[config.mk]
export PLATFORM = sky130hd
export DESIGN_NAME = resp_stream_ctrl
export DESIGN_NICKNAME = d
export VERILOG_FILES = /design/src/rtl/resp_stream_ctrl.sv
export SDC_FILE = /design/constraint.sdc
export NUM_CORES = 1
export LEC_CHECK = 0
export CAP_MARGIN = 10
export CORE_MARGIN = 1.5
export CORE_UTILIZATION = 45
export CTS_CLUSTER_SIZE = 24
export DETAILED_ROUTE_END_ITERATION = 8
export PLACE_DENSITY_LB_ADDON = 0.1
export SLEW_MARGIN = 20
export SYNTH_ARGS = -nofsm -noshare
export SYNTH_HDL_FRONTEND = slang
export SYNTH_SLANG_ARGS = --single-unit
export TNS_END_PERCENT = 20
[constraint.sdc]
create_clock -name clk -period 7.23 [get_ports clk]
set_input_delay 0.723 -clock clk [delete_from_list [all_inputs] [get_ports clk]]
set_output_delay 0.723 -clock clk [all_outputs]
set_load 0.03 [all_outputs]
[src/rtl/resp_stream_ctrl.sv]
// Response FIFO to UART framer: header, big-endian word count, then each FIFO word MSB first.
// Define RESP_STREAM_CHECKSUM_EN to append an XOR checksum byte (count + payload bytes).
module resp_stream_ctrl #(
    parameter int                    RESPONSE_BITS = 32,
    parameter int                    DATA_BITS     = 8,
    parameter int                    COUNT_BITS    = 16,
    parameter logic [DATA_BITS-1:0]  RESPONSE_ID   = 8'b10101011
) (
    input  logic                     clk,
    input  logic                     reset,
    input  logic                     start,
    input  logic                     abort,
    input  logic [COUNT_BITS-1:0]    word_count,
    input  logic                     fifo_empty,
    input  logic [RESPONSE_BITS-1:0] fifo_dout,
    output logic                     fifo_rd_en,
    input  logic                     tx_busy,
    output logic                     tx_enable,
    output logic [DATA_BITS-1:0]     tx_data,
    output logic                     busy,
    output logic                     done,
    output logic                     stall
);
    localparam int CNT_BYTES  = COUNT_BITS / DATA_BITS;
    localparam int WORD_BYTES = RESPONSE_BITS / DATA_BITS;
    localparam int IDX_W      = 8;
    localparam logic [IDX_W-1:0] CNT_LAST  = IDX_W'(CNT_BYTES - 1);
    localparam logic [IDX_W-1:0] WORD_LAST = IDX_W'(WORD_BYTES - 1);

    typedef enum logic [2:0] {
        S_IDLE, S_HDR, S_CNT, S_FETCH, S_LATCH, S_SEND,
`ifdef RESP_STREAM_CHECKSUM_EN
        S_CSUM,
`endif
        S_DONE
    } state_t;

    // Per-byte handshake: wait for idle UART, wait for ACK (busy high), wait for busy low.
    typedef enum logic [1:0] { PH_FREE, PH_ACK, PH_END } phase_t;

    state_t                   state_q, state_d;
    phase_t                   ph_q, ph_d;
    logic [IDX_W-1:0]         idx_q, idx_d;
    logic [COUNT_BITS-1:0]    words_q, words_d;
    logic [COUNT_BITS-1:0]    count_q, count_d;
    logic [RESPONSE_BITS-1:0] shreg_q, shreg_d;
    logic                     tx_en_q, tx_en_d;
    logic [DATA_BITS-1:0]     tx_data_q, tx_data_d;
    logic                     busy_q, busy_d;
    logic                     done_q, done_d;
`ifdef RESP_STREAM_CHECKSUM_EN
    logic [DATA_BITS-1:0]     csum_q, csum_d;
`endif

    logic                     iss, field_end, finish;
    state_t                   iss_state;
    logic [IDX_W-1:0]         iss_idx;
    logic [RESPONSE_BITS-1:0] iss_word;
    logic [DATA_BITS-1:0]     iss_byte;

    function automatic logic [DATA_BITS-1:0] word_byte(input logic [RESPONSE_BITS-1:0] w,
                                                       input logic [IDX_W-1:0] i);
        logic [RESPONSE_BITS-1:0] s;
        s = w << (i * DATA_BITS);
        return s[RESPONSE_BITS-1 -: DATA_BITS];
    endfunction

    function automatic logic [DATA_BITS-1:0] cnt_byte(input logic [COUNT_BITS-1:0] c,
                                                      input logic [IDX_W-1:0] i);
        logic [COUNT_BITS-1:0] s;
        s = c << (i * DATA_BITS);
        return s[COUNT_BITS-1 -: DATA_BITS];
    endfunction

    always_comb begin
        state_d   = state_q;
        ph_d      = ph_q;
        idx_d     = idx_q;
        words_d   = words_q;
        count_d   = count_q;
        shreg_d   = shreg_q;
        tx_en_d   = 1'b0;
        tx_data_d = tx_data_q;
        busy_d    = busy_q;
        done_d    = 1'b0;
`ifdef RESP_STREAM_CHECKSUM_EN
        csum_d    = csum_q;
`endif
        iss       = 1'b0;
        iss_state = state_q;
        iss_idx   = idx_q;
        iss_word  = shreg_q;
        iss_byte  = '0;
        field_end = 1'b0;
        finish    = 1'b0;

        if (abort) begin
            state_d = S_IDLE;
            ph_d    = PH_FREE;
            busy_d  = 1'b0;
        end else begin
            case (state_q)
                S_IDLE: if (start) begin
                    words_d = word_count;
                    count_d = word_count;
`ifdef RESP_STREAM_CHECKSUM_EN
                    csum_d  = '0;
`endif
                    busy_d  = 1'b1;
                    idx_d   = '0;
                    state_d = S_HDR;
                    ph_d    = PH_FREE;
                    if (!tx_busy) begin
                        iss       = 1'b1;
                        iss_state = S_HDR;
                        iss_idx   = '0;
                    end
                end
                S_FETCH: if (!fifo_empty) begin
                    state_d = S_LATCH;
                    if (words_q != '0) words_d = words_q - 1'b1;
                end
                // Issue the first byte straight from the FIFO output so LATCH costs no extra cycle.
                S_LATCH: begin
                    shreg_d = fifo_dout;
                    state_d = S_SEND;
                    idx_d   = '0;
                    ph_d    = PH_FREE;
                    if (!tx_busy) begin
                        iss       = 1'b1;
                        iss_state = S_SEND;
                        iss_idx   = '0;
                        iss_word  = fifo_dout;
                    end
                end
                S_DONE: state_d = S_IDLE;
                default: begin
                    case (ph_q)
                        PH_FREE: if (!tx_busy) iss = 1'b1;
                        PH_ACK:  if (tx_busy) ph_d = PH_END;
                        default: if (!tx_busy) begin
                            case (state_q)
                                S_HDR: begin
                                    iss       = 1'b1;
                                    iss_state = S_CNT;
                                    iss_idx   = '0;
                                end
                                S_CNT: if (idx_q == CNT_LAST) field_end = 1'b1;
                                       else begin
                                           iss     = 1'b1;
                                           iss_idx = idx_q + 1'b1;
                                       end
                                S_SEND: if (idx_q == WORD_LAST) field_end = 1'b1;
                                        else begin
                                            iss     = 1'b1;
                                            iss_idx = idx_q + 1'b1;
                                        end
                                default: finish = 1'b1;
                            endcase
                            if (field_end) begin
                                if (words_q != '0) state_d = S_FETCH;
                                else begin
`ifdef RESP_STREAM_CHECKSUM_EN
                                    iss       = 1'b1;
                                    iss_state = S_CSUM;
                                    iss_idx   = '0;
`else
                                    finish = 1'b1;
`endif
                                end
                            end
                            if (finish) begin
                                state_d = S_DONE;
                                done_d  = 1'b1;
                                busy_d  = 1'b0;
                            end
                        end
                    endcase
                end
            endcase

            if (iss) begin
                case (iss_state)
                    S_HDR:  iss_byte = RESPONSE_ID;
                    S_CNT:  iss_byte = cnt_byte(count_q, iss_idx);
                    S_SEND: iss_byte = word_byte(iss_word, iss_idx);
`ifdef RESP_STREAM_CHECKSUM_EN
                    S_CSUM: iss_byte = csum_q;
`endif
                    default: iss_byte = '0;
                endcase
                state_d   = iss_state;
                idx_d     = iss_idx;
                ph_d      = PH_ACK;
                tx_en_d   = 1'b1;
                tx_data_d = iss_byte;
`ifdef RESP_STREAM_CHECKSUM_EN
                if (iss_state == S_CNT || iss_state == S_SEND) csum_d = csum_d ^ iss_byte;
`endif
            end
        end
    end

    always_ff @(posedge clk or posedge reset) begin
        if (reset) begin
            state_q   <= S_IDLE;
            ph_q      <= PH_FREE;
            idx_q     <= '0;
            words_q   <= '0;
            count_q   <= '0;
            shreg_q   <= '0;
            tx_en_q   <= 1'b0;
            tx_data_q <= '0;
            busy_q    <= 1'b0;
            done_q    <= 1'b0;
`ifdef RESP_STREAM_CHECKSUM_EN
            csum_q    <= '0;
`endif
        end else begin
            state_q   <= state_d;
            ph_q      <= ph_d;
            idx_q     <= idx_d;
            words_q   <= words_d;
            count_q   <= count_d;
            shreg_q   <= shreg_d;
            tx_en_q   <= tx_en_d;
            tx_data_q <= tx_data_d;
            busy_q    <= busy_d;
            done_q    <= done_d;
`ifdef RESP_STREAM_CHECKSUM_EN
            csum_q    <= csum_d;
`endif
        end
    end

    assign fifo_rd_en = (state_q == S_FETCH) && !fifo_empty && !abort;
    assign stall      = (state_q == S_FETCH) && fifo_empty;
    assign tx_enable  = tx_en_q;
    assign tx_data    = tx_data_q;
    assign busy       = busy_q;
    assign done       = done_q;
endmodule

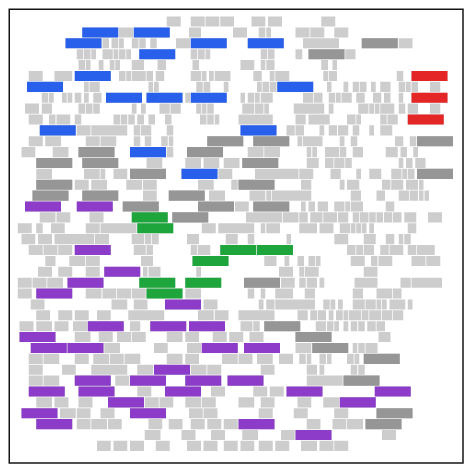
Run 1: where the registers sit
Drawn at 4 px/µm.
- purple: shreg_q (flops 32)
- red: state_q (flops 3)
- green: tx_data (flops 8; where center)
- blue: words_q (flops 16)
register fraction of the total cell area: 33.7%
total sequential power: 0.651 mW

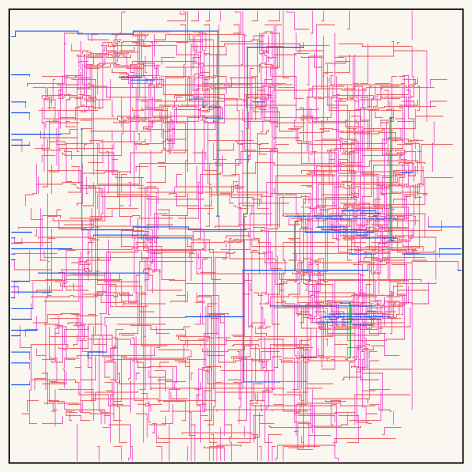
Run 1: signal wires by layer
Drawn at 4 px/µm.
- magenta: met2 (wire length 6540 µm)
- red: met1 (wire length 6150 µm)
- green: met4 (wire length 212 µm)
- blue: met3 (wire length 574 µm)
final WL: 13500 µm
routed wire length per instance: 18.0 µm
aggregate global-route resource usage: 22.4%

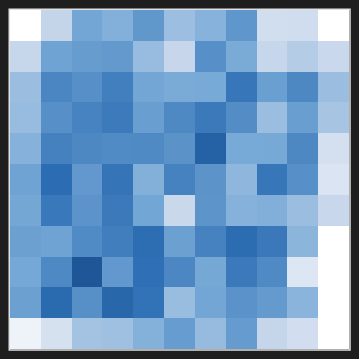
Run 1: local utilization
Drawn at 3 px/µm. 11 x 11 tiles, from white (low) to dark blue (high), 0 to 100% covered.
- fullest tile: 85%
- mean over tiles: 50%
- tiles over 75% full: 5.8%
- nearly empty tiles: 5.0%

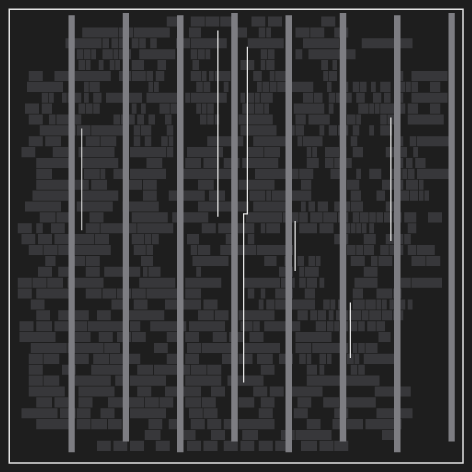
Run 1: signal wires on met4
Drawn at 4 px/µm. Supply wires on this layer in gray. Cells faint in the background.
- main direction: vertical
- share of all routed wire: 1.6%
vias: 4492

==> impl_metrics.xml, run 1 <==
<?xml version="1.0" encoding="UTF-8"?>
<metrics>
  <group name="logic_synthesis">
    <metric name="synth_flops" unit="">88</metric>
    <metric name="ys_chip_area" unit="mm²">0.00545</metric>
    <metric name="synth.logic.top_family" unit="">multiplexers</metric>
    <metric name="synth.cellmix.compoundShare" unit="%">19.0</metric>
    <metric name="number_of_synthesized_flops_with_an_enable_pin" unit="">0</metric>
    <metric name="synth_xor_xnor_area_share" unit="%">0.321</metric>
    <metric name="ys_top_cells_by_count" unit="">sky130_fd_sc_hd__dfrtp_1, sky130_fd_sc_hd__mux2i_1, sky130_fd_sc_hd__mux2_2</metric>
    <metric name="synth.yosys.num_cells" unit="">547</metric>
    <metric name="synth_top_cell_by_count" unit="">sky130_fd_sc_hd__dfrtp_1</metric>
    <metric name="synthesis.nets" unit="">604</metric>
    <metric name="netlist.area_leader.share" unit="%">40.4</metric>
    <metric name="synth_sequential_area_ratio" unit="%">40.4</metric>
    <metric name="synth.area.mux_share" unit="%">21.6</metric>
    <metric name="async_reset_ff_share" unit="%">100</metric>
    <metric name="synthesis.yosys.warnings" unit="">0</metric>
    <metric name="post_synth.cell_area_avg" unit="µm²">9.96</metric>
    <metric name="ys_sh_adder" unit="%">0.689</metric>
    <metric name="largest_cells_by_area" unit="">sky130_fd_sc_hd__dfrtp_1, sky130_fd_sc_hd__mux2i_1, sky130_fd_sc_hd__mux2_2</metric>
    <metric name="post_synth_num_cell_types" unit="">69</metric>
    <metric name="syn_std_cell_area" unit="mm²">0.00545</metric>
  </group>
  <group name="global_route">
    <metric name="grt_max_degree" unit="">47</metric>
    <metric name="grt_pass1_wl" unit="µm">22500</metric>
    <metric name="gr-total-overflow" unit="">0</metric>
    <metric name="number_of_antenna_violations_at_the_first_check_in_global_routing" unit="">0</metric>
    <metric name="global_route.usage.met2" unit="%">37.3</metric>
    <metric name="grtUsageMet3" unit="%">4.18</metric>
    <metric name="via_count_of_the_first_global_routing_pass" unit="">4455</metric>
  </group>
  <group name="cells_and_area">
    <metric name="final-seq-area" unit="mm²">0.00220</metric>
    <metric name="layout.cells.largest_class" unit="">combinational gates</metric>
    <metric name="clockNetworkAreaShare" unit="%">4.56</metric>
    <metric name="comb_share" unit="%">47.0</metric>
    <metric name="nets" unit="">653</metric>
    <metric name="num-nonclk-inverters" unit="">13</metric>
    <metric name="largest_register_ffs" unit="">32</metric>
    <metric name="reg_top3" unit="">shreg_q: 32 flops, count_q: 16 flops, words_q: 16 flops</metric>
    <metric name="nClkBuffers" unit="">10</metric>
    <metric name="fillers" unit="">1084</metric>
    <metric name="signal_buffers" unit="">72</metric>
    <metric name="layout_top_cells" unit="">sky130_fd_sc_hd__dfrtp_1, sky130_fd_sc_hd__clkdlybuf4s50_1, sky130_fd_sc_hd__mux2i_1</metric>
    <metric name="area_growth" unit="%">19.7</metric>
    <metric name="layout.cell_area.non_filler" unit="mm²">0.00653</metric>
    <metric name="final-instance-count-excl-fill" unit="">748</metric>
    <metric name="drive_gt1_share" unit="%">14.5</metric>
  </group>
  <group name="timing">
    <metric name="finalClockPeriodUsage" unit="%">53.7</metric>
    <metric name="hold_slack" unit="ns">0.498</metric>
    <metric name="fin_crit" unit="ns">3.88</metric>
    <metric name="tightest_slew" unit="ns">0.993</metric>
    <metric name="maxClockFrequency" unit="GHz">0.257</metric>
    <metric name="finalMaxSlewViolations" unit="">0</metric>
    <metric name="maxSlewHeadroom" unit="%">33.7</metric>
    <metric name="crit_path_setup_slack_layout" unit="ns">3.35</metric>
    <metric name="final-setup-viol-count" unit="">0</metric>
    <metric name="final_hold_viols" unit="">0</metric>
    <metric name="skew" unit="ns">0.00737</metric>
  </group>
  <group name="setup_path">
    <metric name="worstSetupStartpointType" unit="">flop</metric>
    <metric name="crit-reg2reg-launch" unit="">state_q[1]$_DFFE_PP0P_</metric>
    <metric name="cp_data_arrival_time" unit="ns">3.16</metric>
    <metric name="worst_r2r_path_depth" unit="">7</metric>
    <metric name="critPathLaunch" unit="">state_q[1]$_DFFE_PP0P_</metric>
    <metric name="critical_path.reg2reg.endpoint" unit="">tx_data[4]$_DFFE_PP0P_</metric>
    <metric name="timing.critical_path.fanout_max" unit="">32</metric>
  </group>
  <group name="hold_path">
    <metric name="timing.hold.worst_endpoint" unit="">count_q[0]$_DFFE_PP0P_</metric>
    <metric name="min_from" unit="">count_q[0]$_DFFE_PP0P_</metric>
  </group>
  <group name="drt">
    <metric name="drt_first_pass_iters" unit="">8</metric>
    <metric name="drt_iter0_drc" unit="">347</metric>
    <metric name="routed_via_count_divided_by_cell_count" unit="">6.01</metric>
  </group>
  <group name="clocking">
    <metric name="tritoncts" unit="">yes</metric>
    <metric name="cts_inserted_buffers" unit="">9</metric>
    <metric name="cts.root.buffer_cell" unit="">sky130_fd_sc_hd__clkbuf_16</metric>
    <metric name="cts_resized" unit="">0</metric>
    <metric name="max-clock-path-buffers" unit="">2</metric>
    <metric name="clk_latency" unit="ns">0.35</metric>
    <metric name="htree_num_levels" unit="">3</metric>
    <metric name="cts_post_setup_buffers_inserted" unit="">0</metric>
    <metric name="cts_hold_buffers" unit="">0</metric>
  </group>
  <group name="die">
    <metric name="core-area" unit="mm²">0.0119</metric>
    <metric name="floorplan.die.width" unit="µm">113</metric>
    <metric name="floorplan.core_util" unit="%">45.8</metric>
    <metric name="die_h" unit="µm">113</metric>
    <metric name="die_area" unit="mm²">0.0128</metric>
    <metric name="rows" unit="">40</metric>
    <metric name="num_io_pins" unit="">67</metric>
  </group>
  <group name="placed_design">
    <metric name="port-buffer-count" unit="">66</metric>
    <metric name="dp_cells" unit="">732</metric>
    <metric name="finalWeightedCongestion" unit="">0.953</metric>
    <metric name="dp_hpwl" unit="µm">9570</metric>
  </group>
  <group name="job">
    <metric name="stage_log_warning_count" unit="">27</metric>
  </group>
  <group name="outcome">
    <metric name="status" unit="">finished, final reports clean</metric>
  </group>
  <group name="pwr">
    <metric name="power_density" unit="mW/mm²">236</metric>
  </group>
</metrics>
run 1: report_power, final:
| group | internal, mW | leakage [nW] | switching, mW |
|---|---|---|---|
| Combinational | 0.185 | 1.46 | 0.232 |
| Clock | 0.269 | 0.131 | 0.202 |
| Sequential | 0.581 | 1.11 | 0.0697 |
| Total | 1.03 | 2.71 | 0.504 |
run 1: routing by layer:
layer  vias to the layer above  wire (µm)
li1                       2136          -
met1                      2227       6150
met4                         0        212
met5                         -          0
met3                        14        573
met2                       115       6540
run 1: critical path, cell delays in order, from the launching register on:
cell and delay (ns):
sky130_fd_sc_hd__dfrtp_1 0.91, sky130_fd_sc_hd__nor2b_4 0.34, sky130_fd_sc_hd__nand2_1 0.52, sky130_fd_sc_hd__nor3_1 0.32, sky130_fd_sc_hd__clkdlybuf4s50_1 0.72
==> run 2: changes to the inputs <==
==> constraint.sdc (replaced) <==
create_clock -name clk -period 3.95 [get_ports clk]
set_input_delay 0.395 -clock clk [delete_from_list [all_inputs] [get_ports clk]]
set_output_delay 0.395 -clock clk [all_outputs]
set_load 0.03 [all_outputs]
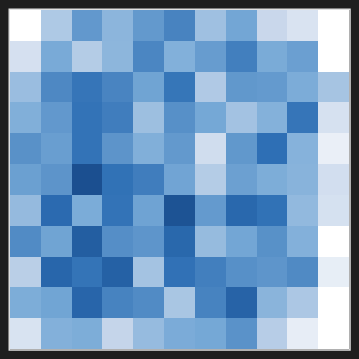
Run 2: local utilization
Drawn at 3 px/µm. 11 x 11 tiles, from white (low) to dark blue (high), 0 to 100% covered.
- mean over tiles: 50%
- nearly empty tiles: 5.0%
- densest ninth of the die: west
- tiles over 75% full: 8.3%
- fullest tile: 87%

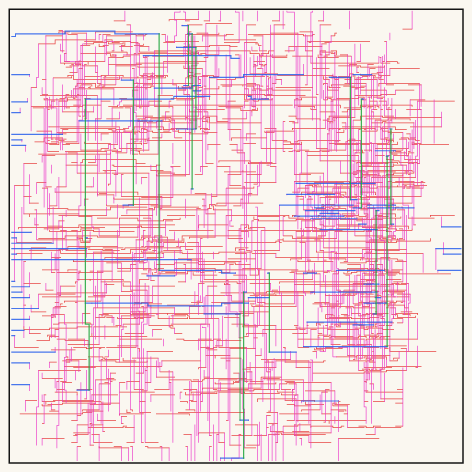
Run 2: signal wires by layer
Drawn at 4 px/µm.
- red: met1 (wire length 6120 µm)
- green: met4 (wire length 481 µm)
- blue: met3 (wire length 706 µm)
- magenta: met2 (wire length 6350 µm)
routed wire length per instance: 18.2 µm
final WL: 13700 µm
vias: 4509

==> run 2 against run 1 <==
  * Sequential share of layout area fell by 0.058 points
  * Total power up 83%
  * Area after synthesis did not move
  * Setup slack got worse by 2.7 ns
  * Global-route usage grew 0.052 points
  * First-iteration DRC count is 18% lower
  * Via count increased by 0.38%
  * Utilization increased by 0.094 points
  * Die size did not move
  * Sequential power rose by 84%
  * Critical path depth is 4 higher
  * Clock skew barely moved
==> impl_metrics.xml, run 2 <==
<?xml version="1.0" encoding="UTF-8"?>
<metrics>
  <group name="outcome">
    <metric name="status" unit="">finished, final reports clean</metric>
  </group>
  <group name="logic_synthesis">
    <metric name="synth_top_cell_by_count" unit="">sky130_fd_sc_hd__dfrtp_1</metric>
    <metric name="largest_cells_by_area" unit="">sky130_fd_sc_hd__dfrtp_1, sky130_fd_sc_hd__mux2i_1, sky130_fd_sc_hd__mux2_2</metric>
    <metric name="number_of_synthesized_flops_with_an_enable_pin" unit="">0</metric>
    <metric name="synthesis.nets" unit="">604</metric>
    <metric name="netlist.area_leader.share" unit="%">40.4</metric>
    <metric name="post_synth.cell_area_avg" unit="µm²">9.96</metric>
    <metric name="synth.area.mux_share" unit="%">21.6</metric>
    <metric name="ys_chip_area" unit="mm²">0.00545</metric>
    <metric name="synth_flops" unit="">88</metric>
    <metric name="synthesis.yosys.warnings" unit="">0</metric>
    <metric name="synth.cellmix.compoundShare" unit="%">19.0</metric>
    <metric name="synth.yosys.num_cells" unit="">547</metric>
    <metric name="synth_sequential_area_ratio" unit="%">40.4</metric>
    <metric name="syn_std_cell_area" unit="mm²">0.00545</metric>
    <metric name="ys_top_cells_by_count" unit="">sky130_fd_sc_hd__dfrtp_1, sky130_fd_sc_hd__mux2i_1, sky130_fd_sc_hd__mux2_2</metric>
    <metric name="ys_sh_adder" unit="%">0.689</metric>
  </group>
  <group name="die">
    <metric name="num_io_pins" unit="">67</metric>
    <metric name="die_area" unit="mm²">0.0128</metric>
    <metric name="core-area" unit="mm²">0.0119</metric>
    <metric name="floorplan.die.width" unit="µm">113</metric>
    <metric name="die_h" unit="µm">113</metric>
    <metric name="rows" unit="">40</metric>
    <metric name="floorplan.core_util" unit="%">45.8</metric>
  </group>
  <group name="cells_and_area">
    <metric name="nets" unit="">657</metric>
    <metric name="drive_gt1_share" unit="%">15.0</metric>
    <metric name="area_growth" unit="%">19.9</metric>
    <metric name="layout.cell_area.non_filler" unit="mm²">0.00654</metric>
    <metric name="final-instance-count-excl-fill" unit="">752</metric>
    <metric name="largest_register_ffs" unit="">32</metric>
    <metric name="reg_top3" unit="">shreg_q: 32 flops, count_q: 16 flops, words_q: 16 flops</metric>
  </group>
  <group name="global_route">
    <metric name="grtUsageMet3" unit="%">4.71</metric>
    <metric name="grt_use_total" unit="%">22.5</metric>
    <metric name="grt_pass1_wl" unit="µm">22700</metric>
    <metric name="grt_max_degree" unit="">50</metric>
    <metric name="via_count_of_the_first_global_routing_pass" unit="">4565</metric>
    <metric name="global_route.usage.met2" unit="%">36.2</metric>
    <metric name="gr-total-overflow" unit="">0</metric>
  </group>
  <group name="setup_path">
    <metric name="cp_max_stage_cell" unit="">sky130_fd_sc_hd__dfrtp_1</metric>
    <metric name="timing.critical_path.fanout_max" unit="">21</metric>
    <metric name="cp_slowest_stage_delay" unit="ns">0.58</metric>
    <metric name="cp_data_arrival_time" unit="ns">3.57</metric>
    <metric name="worst_r2r_path_depth" unit="">8</metric>
    <metric name="worstSetupStartpointType" unit="">flop</metric>
    <metric name="crit-reg2reg-launch" unit="">state_q[1]$_DFFE_PP0P_</metric>
    <metric name="critical_path.n_buffers_inverters" unit="">1</metric>
    <metric name="path_cells" unit="">buf_4 -&gt; nor2b_1 -&gt; a21oi_1 -&gt; o21ai_4 -&gt; o21ai_1 -&gt; a2111oi_4 -&gt; nand3_2 -&gt; o221ai_1</metric>
    <metric name="worst_path_dominant_cell_family" unit="">AND-OR/OR-AND gates</metric>
    <metric name="critPathLaunch" unit="">state_q[1]$_DFFE_PP0P_</metric>
    <metric name="crit_cells" unit="">8</metric>
  </group>
  <group name="clocking">
    <metric name="cts.root.buffer_cell" unit="">sky130_fd_sc_hd__clkbuf_16</metric>
    <metric name="cts_post_setup_buffers_inserted" unit="">0</metric>
    <metric name="cts_inserted_buffers" unit="">9</metric>
    <metric name="cts_resized" unit="">0</metric>
    <metric name="clk_latency" unit="ns">0.35</metric>
    <metric name="max-clock-path-buffers" unit="">2</metric>
    <metric name="cts_hold_buffers" unit="">0</metric>
  </group>
  <group name="pwr">
    <metric name="power.combinational.fraction" unit="%">26.8</metric>
    <metric name="pwr-share-clk" unit="%">30.5</metric>
    <metric name="power.net_switching" unit="mW">0.906</metric>
    <metric name="cell_internal_pwr" unit="mW">1.91</metric>
    <metric name="seqPwrFrac" unit="%">42.7</metric>
    <metric name="power_density" unit="mW/mm²">430</metric>
    <metric name="vdd_drop_max" unit="mV">0.334</metric>
    <metric name="power" unit="mW">2.81</metric>
    <metric name="netSwitchingFraction" unit="%">32.2</metric>
  </group>
  <group name="timing">
    <metric name="tightest_slew" unit="ns">0.933</metric>
    <metric name="crit_path_setup_slack_layout" unit="ns">0.637</metric>
    <metric name="hold_slack" unit="ns">0.492</metric>
    <metric name="final_hold_viols" unit="">0</metric>
    <metric name="finalMaxSlewViolations" unit="">0</metric>
    <metric name="final-setup-viol-count" unit="">0</metric>
    <metric name="finalClockPeriodUsage" unit="%">83.9</metric>
    <metric name="maxClockFrequency" unit="GHz">0.302</metric>
    <metric name="fin_crit" unit="ns">3.31</metric>
  </group>
  <group name="drt">
    <metric name="route.met3.wl" unit="µm">705</metric>
    <metric name="drt_first_pass_iters" unit="">5</metric>
    <metric name="met2_length" unit="µm">6350</metric>
    <metric name="routed_via_count_divided_by_cell_count" unit="">6.00</metric>
    <metric name="drt_iter0_drc" unit="">284</metric>
    <metric name="wl_met1" unit="µm">6120</metric>
  </group>
  <group name="hold_path">
    <metric name="timing.hold.worst_endpoint" unit="">tx_data[4]$_DFFE_PP0P_</metric>
    <metric name="min_from" unit="">tx_data[4]$_DFFE_PP0P_</metric>
  </group>
  <group name="job">
    <metric name="stage_log_warning_count" unit="">27</metric>
  </group>
  <group name="placed_design">
    <metric name="dp_cells" unit="">736</metric>
    <metric name="finalWeightedCongestion" unit="">0.888</metric>
    <metric name="dp_hpwl" unit="µm">9810</metric>
    <metric name="port-buffer-count" unit="">66</metric>
  </group>
</metrics>
## run 2: cell counts after synthesis
Identical to the previous run, type by type.
## run 2: final cells by class
type / instances / area, µm²
fillers: 1107 / 5380
multi-input cells: 412 / 3070
flip-flops and latches: 88 / 2200
repair buffers: 76 / 736
clock buffers: 11 / 243
well taps: 147 / 184
clock inverters: 5 / 56.3
inverters: 13 / 50.0
## run 2: power by group through the flow
stage	Clock, mW	Combinational (mW)	Sequential (mW)
6_report	0.859	0.753	1.20
5_1_grt	0.917	0.829	1.22
4_1_cts	0.883	0.752	1.20
3_5_place_dp	0	0.749	1.21
3_3_place_gp	0	0.738	1.21
2_1_floorplan	0	0.467	1.23
No activity file was given, so power comes from the tool's default toggle rates.
